Figure 1. Sequential cells colored by netlist name (run 1).
Other sequential cells in the stronger gray, the rest of the logic in the fainter gray.
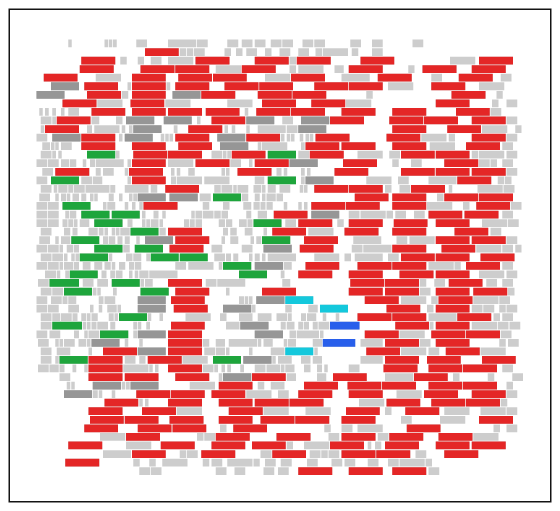
Figure 2. Placed cells, one color a class (run 1).
Fill, decap, tap and diode cells in gray.
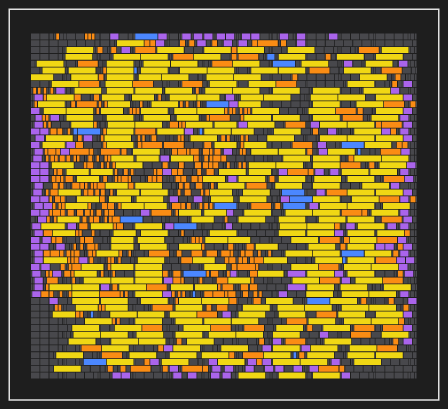
Figure 3. Placement view (run 1).
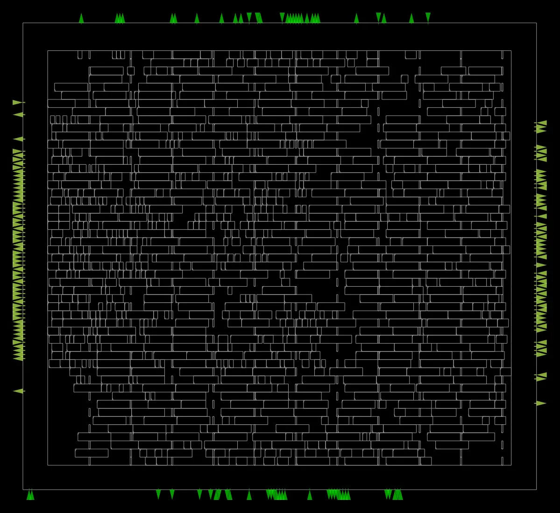
<file path="src/rtl/fetch_queue_pkg.sv">
// Shared types and constants for the instruction fetch queue.
package fetch_queue_pkg;

  typedef enum logic [1:0] {
    BOOT  = 2'd0,
    RUN   = 2'd1,
    FLUSH = 2'd2
  } fq_state_e;

  localparam logic [31:0] NOP           = 32'h0000_0013;
  localparam logic [31:0] ENTRY_DEFAULT = 32'h0000_0028;

  function automatic logic [31:0] word_align(input logic [31:0] addr);
    return {addr[31:2], 2'b00};
  endfunction

endpackage

</file>
<file path="src/rtl/fetch_queue_if.sv">
// Fetch-side bus: instruction-memory port, redirect input and decode handshake.
interface fetch_queue_if;
  logic        mem_req;
  logic [31:0] mem_addr;
  logic [31:0] mem_rdata;
  logic        redirect;
  logic [31:0] redirect_pc;
  logic        ins_valid;
  logic [31:0] ins;
  logic [31:0] pc;
  logic        ins_ready;

  modport master (
    output mem_req, mem_addr, ins_valid, ins, pc,
    input  mem_rdata, redirect, redirect_pc, ins_ready
  );

  modport slave (
    input  mem_req, mem_addr, ins_valid, ins, pc,
    output mem_rdata, redirect, redirect_pc, ins_ready
  );
endinterface

</file>
<file path="src/rtl/fq_fifo.sv">
// Circular buffer of {pc, instruction} entries with push, pop and a clear
// that takes priority over both.
module fq_fifo #(
  parameter int DEPTH = 4,
  parameter int WIDTH = 64
) (
  input  logic                     clk,
  input  logic                     rstn,
  input  logic                     clear,
  input  logic                     push,
  input  logic                     pop,
  input  logic [WIDTH-1:0]         din,
  output logic [WIDTH-1:0]         dout,
  output logic [$clog2(DEPTH):0]   count
);
  localparam int AW = $clog2(DEPTH);

  logic [WIDTH-1:0] mem [DEPTH];
  logic [AW-1:0]    wptr;
  logic [AW-1:0]    rptr;

  assign dout = mem[rptr];

  always_ff @(posedge clk or negedge rstn) begin
    if (!rstn) begin
      wptr  <= '0;
      rptr  <= '0;
      count <= '0;
    end else if (clear) begin
      wptr  <= '0;
      rptr  <= '0;
      count <= '0;
    end else begin
      if (push) wptr <= wptr + 1'b1;
      if (pop)  rptr <= rptr + 1'b1;
      case ({push, pop})
        2'b10:   count <= count + 1'b1;
        2'b01:   count <= count - 1'b1;
        default: count <= count;
      endcase
    end
  end

  // Storage needs no reset; validity is tracked by count alone.
  always_ff @(posedge clk) begin
    if (push && !clear) mem[wptr] <= din;
  end

endmodule

</file>
<file path="src/rtl/fetch_queue.sv">
// Instruction prefetch queue: issues sequential fetches, buffers responses,
// flushes on redirect. FETCH_QUEUE_BYPASS_EN enables empty-queue bypass.
//
// state | meaning
// BOOT  | one idle cycle after reset release
// RUN   | fetching while queue has credit
// FLUSH | one dead cycle after redirect; fetch_pc already holds redirect_pc
module fetch_queue
  import fetch_queue_pkg::*;
#(
  parameter int          DEPTH = 4,
  parameter logic [31:0] ENTRY = ENTRY_DEFAULT
) (
  input  logic          clk,
  input  logic          rstn,
  fetch_queue_if.master bus
);
  localparam int CW = $clog2(DEPTH) + 1;

  fq_state_e   state;
  fq_state_e   state_nx;
  logic [31:0] fetch_pc;
  logic [31:0] resp_addr;
  logic        inflight;
  logic        mem_req;
  logic [CW:0] occupancy;
  logic        resp_live;
  logic        push;
  logic        pop;
  logic        q_valid;
  logic [CW-1:0] count;
  logic [63:0] head;

  always_ff @(posedge clk or negedge rstn) begin
    if (!rstn) state <= BOOT;
    else       state <= state_nx;
  end

  always_comb begin
    state_nx = state;
    case (state)
      BOOT:    state_nx = RUN;
      RUN:     state_nx = bus.redirect ? FLUSH : RUN;
      FLUSH:   state_nx = bus.redirect ? FLUSH : RUN;
      default: state_nx = BOOT;
    endcase
  end

  // Credit counts queued plus in-flight entries; a same-cycle pop gives none.
  always_comb begin
    occupancy = {1'b0, count} + {{CW{1'b0}}, inflight};
    mem_req   = (state == RUN) && !bus.redirect
                && (occupancy < (CW+1)'(DEPTH));
  end

  always_ff @(posedge clk or negedge rstn) begin
    if (!rstn) begin
      fetch_pc  <= ENTRY;
      resp_addr <= '0;
      inflight  <= 1'b0;
    end else begin
      inflight <= mem_req;
      if (mem_req) resp_addr <= fetch_pc;
      if (bus.redirect)  fetch_pc <= word_align(bus.redirect_pc);
      else if (mem_req)  fetch_pc <= fetch_pc + 32'd4;
    end
  end

  assign resp_live = inflight && !bus.redirect;
  assign q_valid   = (count != '0);
  assign pop       = q_valid && bus.ins_ready && !bus.redirect;

`ifdef FETCH_QUEUE_BYPASS_EN
  logic bypass;

  always_comb begin
    bypass        = resp_live && !q_valid;
    push          = resp_live && !(bypass && bus.ins_ready);
    bus.ins_valid = q_valid || bypass;
    if (q_valid) begin
      bus.ins = head[31:0];
      bus.pc  = head[63:32];
    end else if (bypass) begin
      bus.ins = bus.mem_rdata;
      bus.pc  = resp_addr;
    end else begin
      bus.ins = NOP;
      bus.pc  = '0;
    end
  end
`else
  always_comb begin
    push          = resp_live;
    bus.ins_valid = q_valid;
    bus.ins       = q_valid ? head[31:0]  : NOP;
    bus.pc        = q_valid ? head[63:32] : 32'd0;
  end
`endif

  assign bus.mem_req  = mem_req;
  assign bus.mem_addr = fetch_pc;

  fq_fifo #(
    .DEPTH (DEPTH),
    .WIDTH (64)
  ) u_fifo (
    .clk   (clk),
    .rstn  (rstn),
    .clear (bus.redirect),
    .push  (push),
    .pop   (pop),
    .din   ({resp_addr, bus.mem_rdata}),
    .dout  (head),
    .count (count)
  );

endmodule

</file>
<file path="src/flat_wrapper.sv">
// flat-port wrapper written by rule: the top's interface ports become plain ports
module fetch_queue_flat import fetch_queue_pkg::*;
#(
  parameter int          DEPTH = 4,
  parameter logic [31:0] ENTRY = ENTRY_DEFAULT
)
  (clk, rstn, bus_mem_req, bus_mem_addr, bus_ins_valid, bus_ins, bus_pc, bus_mem_rdata, bus_redirect, bus_redirect_pc, bus_ins_ready);
  fetch_queue_if bus_i ();
  input  logic clk;
  input  logic rstn;
  output wire logic [$bits(bus_i.mem_req)-1:0] bus_mem_req;
  output wire logic [$bits(bus_i.mem_addr)-1:0] bus_mem_addr;
  output wire logic [$bits(bus_i.ins_valid)-1:0] bus_ins_valid;
  output wire logic [$bits(bus_i.ins)-1:0] bus_ins;
  output wire logic [$bits(bus_i.pc)-1:0] bus_pc;
  input wire logic [$bits(bus_i.mem_rdata)-1:0] bus_mem_rdata;
  input wire logic [$bits(bus_i.redirect)-1:0] bus_redirect;
  input wire logic [$bits(bus_i.redirect_pc)-1:0] bus_redirect_pc;
  input wire logic [$bits(bus_i.ins_ready)-1:0] bus_ins_ready;
  assign bus_mem_req = bus_i.mem_req;
  assign bus_mem_addr = bus_i.mem_addr;
  assign bus_ins_valid = bus_i.ins_valid;
  assign bus_ins = bus_i.ins;
  assign bus_pc = bus_i.pc;
  assign bus_i.mem_rdata = bus_mem_rdata;
  assign bus_i.redirect = bus_redirect;
  assign bus_i.redirect_pc = bus_redirect_pc;
  assign bus_i.ins_ready = bus_ins_ready;
  fetch_queue #(.DEPTH(DEPTH), .ENTRY(ENTRY)) u_core (.clk(clk), .rstn(rstn), .bus(bus_i));
endmodule
</file>
<file path="config.mk">
export PLATFORM = sky130hd
export DESIGN_NAME = fetch_queue_flat
export DESIGN_NICKNAME = d
export VERILOG_FILES = /design/src/rtl/fetch_queue_pkg.sv /design/src/rtl/fetch_queue_if.sv /design/src/rtl/fq_fifo.sv /design/src/rtl/fetch_queue.sv /design/src/flat_wrapper.sv
export SDC_FILE = /design/constraint.sdc
export NUM_CORES = 1
export LEC_CHECK = 0
export CORE_ASPECT_RATIO = 0.9
export CORE_MARGIN = 8
export CORE_UTILIZATION = 59
export CTS_CLUSTER_DIAMETER = 80
export CTS_CLUSTER_SIZE = 30
export DETAILED_ROUTE_END_ITERATION = 10
export PLACE_DENSITY = 0.85
export SLEW_MARGIN = 5
export SYNTH_ARGS = -nofsm -noshare
export SYNTH_HDL_FRONTEND = slang
export SYNTH_SLANG_ARGS = --single-unit
</file>
<file path="constraint.sdc">
create_clock -name clk -period 5.35 [get_ports clk]
set_input_delay 1.07 -clock clk [delete_from_list [all_inputs] [get_ports clk]]
set_output_delay 1.07 -clock clk [all_outputs]
set_load 0.01 [all_outputs]
</file>
==> results.toml, run 1 <==
# generated from flow reports
[run_status]
run_status = "complete, no violations"

[timing]
hold_viol_final = 0
fmax_mhz = 247
finalClockPeriodUsage_pct = 75.6
period_needed_ps = 4040
setup_viol = 0

[detailed_routing]
vias_per_cell = 5.95
postRouteAntennaNets = 0
vias = 7295
drc = 0

[logic_synthesis]
xor_area_share_pct = 0.476
async_reset_ff_share_pct = 22.0
simple_gate_share_pct = 10.5
ff_type = "edfxtp_1"
synth.distinct_cells = 51
syn_inst = 792
syn_area_per_cell_um2 = 16.3
yosys_area_um2 = 12900

[run]
drv_cap = 0
warnings = 33

[worst_setup_path]
critPathLaunchType = "register"
worst_ep_required_time_ps = 4280
cp.arrival_ps = 2970
max_stage_delay_ps = 810
worst_setup_path_end_kind = "output pin"

[clock_tree]
post_cts_resized = 0
cts_root_buf = "clkbuf_16"
cts_tree = "yes"

[power_and_ir_drop]
seqPwrFrac_pct = 50.3
clkPwrFrac_pct = 18.2
switchingPower_mw = 2.02
p_leak_nw = 5.19
power_mw = 6.75
ir_worst_vdd_v = 0.000231

[layout]
largest_class = "registers"
logic_gate_count = 419
area_share_clock_buf_inv_pct = 2.75
regArea_um2 = 9210
fillCellCount = 1445

[global_routing]
antenna_found_initial = 3
grt.total_usage_pct = 19.8
grt_start_max_net_pins = 71

[min_path]
min_to = "u_core.bus.mem_addr[3]"

[place]
portBuffers = 159

[floorplanning]
chipArea_um2 = 26800
## Picture notes: Figure 1
signal	color	sequential cells
`u_core.u_fifo.rptr`	blue	2
`u_core.u_fifo.mem`	red	248
`u_core.u_fifo.count`	cyan	3
`u_core.bus.mem_addr`	green	30

## Picture notes: Figure 2
class	color	cells	share of their area
all other logic	orange	430	23%
clock drivers and dummy loads	blue	24	2.8%
flops	yellow	318	62%
other buffers and delay cells	purple	164	11%

## Picture notes: Figure 3
flip-flops: 318
core area: 21500 µm²

run 1: stage by stage:
step | cells | setup slack [ps] | util (%)
6_report | 1227 | 1310 | 70.2
5_1_grt | 1227 | 1110 | 70.2
4_1_cts | 1227 | 1200 | 70.2
3_5_place_dp | 1203 | 1780 | 68.3
3_3_place_gp | 1203 | 1780 | 68.3
2_1_floorplan | 795 | 1960 | -
run 1: layer usage:
metal,global-route usage [%],vias to the layer above,routed length (µm)
li1,-,3256,-
met1,26.3,3705,10800
met2,33.0,290,12800
met3,4.53,38,2150
met4,4.39,6,512
met5,0,-,41
run 1: flip-flops by register name, indices dropped and copies added, names as in the netlist:
name and count:
u_core.state 2, u_core.u_fifo.count 3, u_core.bus.mem_addr 30, u_core.inflight 1, u_core.u_fifo.rptr 2, u_core.u_fifo.mem 248, u_core.resp_addr 30, u_core.u_fifo.wptr 2
run 1: power groups by stage:
stage	Sequential [mW]	Combinational [mW]	Clock (mW)
finish	3.39	2.13	1.23
global route	3.44	2.33	1.33
floorplan	3.31	1.27	0
detailed placement	3.45	2.16	0
global placement	3.42	2.13	0
CTS	3.39	2.17	1.26
run 1: cell usage in the layout, fill, tap and decap left out, types with 5 or more instances in the layout:
cell,instances
nor3_1,7
clkdlybuf4s50_1,158
o21ai_0,21
o311ai_0,7
mux4_2,62
nor2_1,19
a221o_1,5
clkbuf_16,15
inv_1,9
a21oi_1,5
nand3_1,18
dfrtp_1,66
and3_1,5
and2_1,62
nand4_1,12
clkbuf_1,7
o211ai_1,10
nand2_1,124
ha_1,8
edfxtp_1,248
run 1: critical path, delay by kind of cell, from the launching register on:
| kind | cells | cell delay, ps |
|---|---|---|
| multiplexers | 1 | 570 |
| buffers and inverters | 2 | 860 |
| AND/OR/NAND/NOR | 1 | 200 |
| flip-flops | 1 | 810 |
Figure 4. Zoomed window (run 1).
Bar = 20 µm. Region (18, 14) to (68, 64) µm. Cells in gray, sequential cells in the stronger gray; small squares are vias.
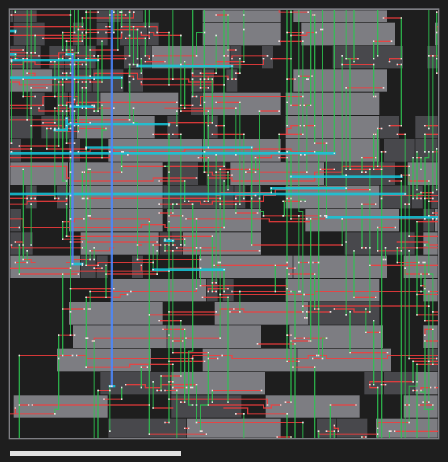

## Run 2: what changed since run 1
--- a/config.mk
+++ b/config.mk
@@ -7,11 +7,11 @@
 export LEC_CHECK = 0
 export CORE_ASPECT_RATIO = 0.9
 export CORE_MARGIN = 8
-export CORE_UTILIZATION = 59
+export CORE_UTILIZATION = 55
 export CTS_CLUSTER_DIAMETER = 80
 export CTS_CLUSTER_SIZE = 30
 export DETAILED_ROUTE_END_ITERATION = 10
-export PLACE_DENSITY = 0.85
+export PLACE_DENSITY = 0.8
 export SLEW_MARGIN = 5
 export SYNTH_ARGS = -nofsm -noshare
 export SYNTH_HDL_FRONTEND = slang
==> constraint.sdc (replaced) <==
create_clock -name clk -period 4.1 [get_ports clk]
set_input_delay 0.82 -clock clk [delete_from_list [all_inputs] [get_ports clk]]
set_output_delay 0.82 -clock clk [all_outputs]
set_load 0.01 [all_outputs]
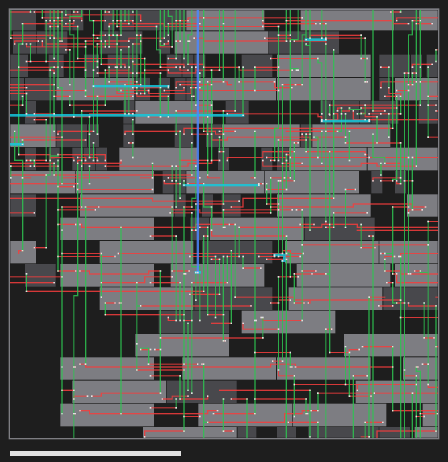
Figure 5: run 2, zoomed window.
Bar = 20 µm. Region (19, 15) to (69, 65) µm. Cells in gray, sequential cells in the stronger gray; small squares are vias.
layer	color
met1	red
met4	blue
met3	cyan
met2	green
netlist names of flops here include	`u_core.u_fifo.mem` (28), `u_core.resp_addr` (8), `u_core.bus.mem_addr` (5)
cells with their middle in the window	108
most frequent	nand2_1 (28), edfxtp_1 (28), dfrtp_1 (13)
sequential cells in the window	42

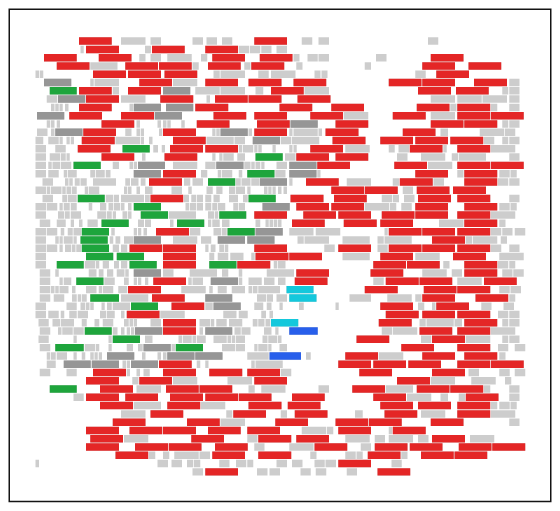
Figure 6: run 2, sequential cells colored by netlist name.
Other sequential cells in the stronger gray, the rest of the logic in the fainter gray.
signal	color	sequential cells
`u_core.u_fifo.mem`	red	248
`u_core.bus.mem_addr`	green	30
`u_core.u_fifo.count`	cyan	3
`u_core.u_fifo.rptr`	blue	2

==> run 2 against run 1 <==
Against the previous run: via count down 0.75%; clock skew down 5.0 ps; cell area up 0.45%; cell count up 1.5%; critical endpoint is now bus_ins[17]; largest cell class unchanged; clock power up 33%; sequential share of layout area down 0.27 points; die size up 6.5%; core utilization down 4.9 points.
==> results.toml, run 2 <==
# generated from flow reports
[detailed_routing]
drc = 0
wl_met3_mm = 2.06
postRouteAntennaNets = 0
vias_per_cell = 5.82
vias = 7240
top_layer = "met5"

[layout]
final_cells = 1245
regMostFlops = "u_core.u_fifo.mem"
most-common-layout-cells = "edfxtp_1 (248), clkdlybuf4s50_1 (157), nand2_1 (124)"
largest_reg_flops = 248
lay_top_count = "edfxtp_1"

[clock_tree]
cts_root_buf = "clkbuf_16"
cts_tree = "yes"

[power_and_ir_drop]
p_leak_nw = 5.23
power_mw = 8.89
ir_worst_vdd_v = 0.000385

[worst_setup_path]
worst_setup_path_end_kind = "output pin"
critPathLaunchType = "register"
cp.arrival_ps = 2870
worst_ep_required_time_ps = 3280

[logic_synthesis]
yosys-top-cells-count = "edfxtp_1 (248), nand2_1 (124), dfrtp_1 (68)"
yosys_area_um2 = 12900
syn_area_per_cell_um2 = 16.3
ff_type = "edfxtp_1"
simple_gate_share_pct = 10.5
xor_area_share_pct = 0.476
ys_sh_mux_pct = 11.1
async_reset_ff_share_pct = 22.0
syn_inst = 792

[run]
warnings = 33
drv_cap = 0

[global_routing]
grtUsageMet3_pct = 4.76
grt_start_max_net_pins = 71
antenna_found_initial = 3
top_usage_layer = "met2"
use_met1_pct = 25.5
met2_usage_pct = 29.8

[timing]
setup_viol = 0
fmax_mhz = 271
period_needed_ps = 3690
finalClockPeriodUsage_pct = 90.1

[place]
portBuffers = 159
dp.cells = 1221

[floorplanning]
chipArea_um2 = 28600

[run_status]
run_status = "complete, no violations"
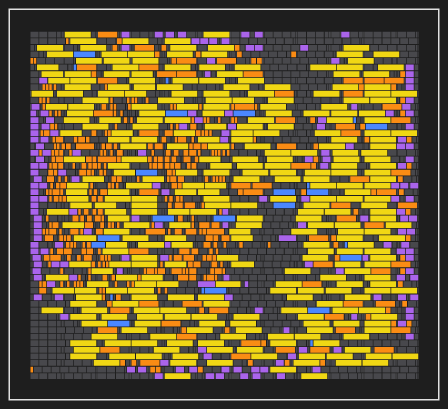
Figure 7: run 2, placed cells, one color a class.
Fill, decap, tap and diode cells in gray.
class	color	cells	share of their area
other buffers and delay cells	purple	171	11%
clock drivers and dummy loads	blue	24	2.9%
flops	yellow	318	62%
all other logic	orange	430	23%

[run 2: worst max-delay path, stage by stage, from the launching register on]
cell and delay [ps]:
dfrtp_4 780, buf_4 390, mux4_2 550, and2_1 170
clkdlybuf4s50_1 470
[run 2: power by group]
part | switching, mW | leakage (nW) | internal (mW)
registers | 0.423 | 3.12 | 4.00
clock network | 0.928 | 0.201 | 0.699
logic | 1.32 | 1.91 | 1.52
[run 2: stage by stage]
step	utilization [%]	hold WS, ps	setup WS, ps	instance area, µm²
floorplan	-	476	1020	12900
global placement	63.5	480	885	14700
detailed placement	63.5	493	867	14700
CTS	65.3	461	313	15200
global route	65.3	492	232	15200
finish	65.3	414	406	15200
[run 2: logic make-up after synthesis]
logic type,after synthesis
and+or+nand+nor,271
DFF,318
xor gates and xnor gates,7
AOI/OAI and AO/OA,63
other,1
buffers and inverters,58
adders and majority gates,9
muxes,65
[run 2: layout make-up]
class                   instances  area share [%]
multi-input cells             419            22.5
clock inverters                 1           0.107
flip-flops and latches        318            60.7
inverters                      11           0.272
clock buffers                  23            2.67
repair buffers                171            11.2
well taps                     302            2.49
[run 2: worst min path at each step]
stage               slack, ps  depth (start not counted)                       end                    from
floorplan                 480                          0  u_core.u_fifo.mem[0][34]     u_core.resp_addr[2]
global placement          480                          2    u_core.bus.mem_addr[3]  u_core.bus.mem_addr[3]
detailed placement        490                          2    u_core.bus.mem_addr[3]  u_core.bus.mem_addr[3]
CTS                       460                          1      u_core.resp_addr[14]                    rstn
global route              490                          1      u_core.resp_addr[14]                    rstn
finish                    410                          1      u_core.resp_addr[11]                    rstn
Power figures rest on the tool's default switching activity, not on a simulated workload.
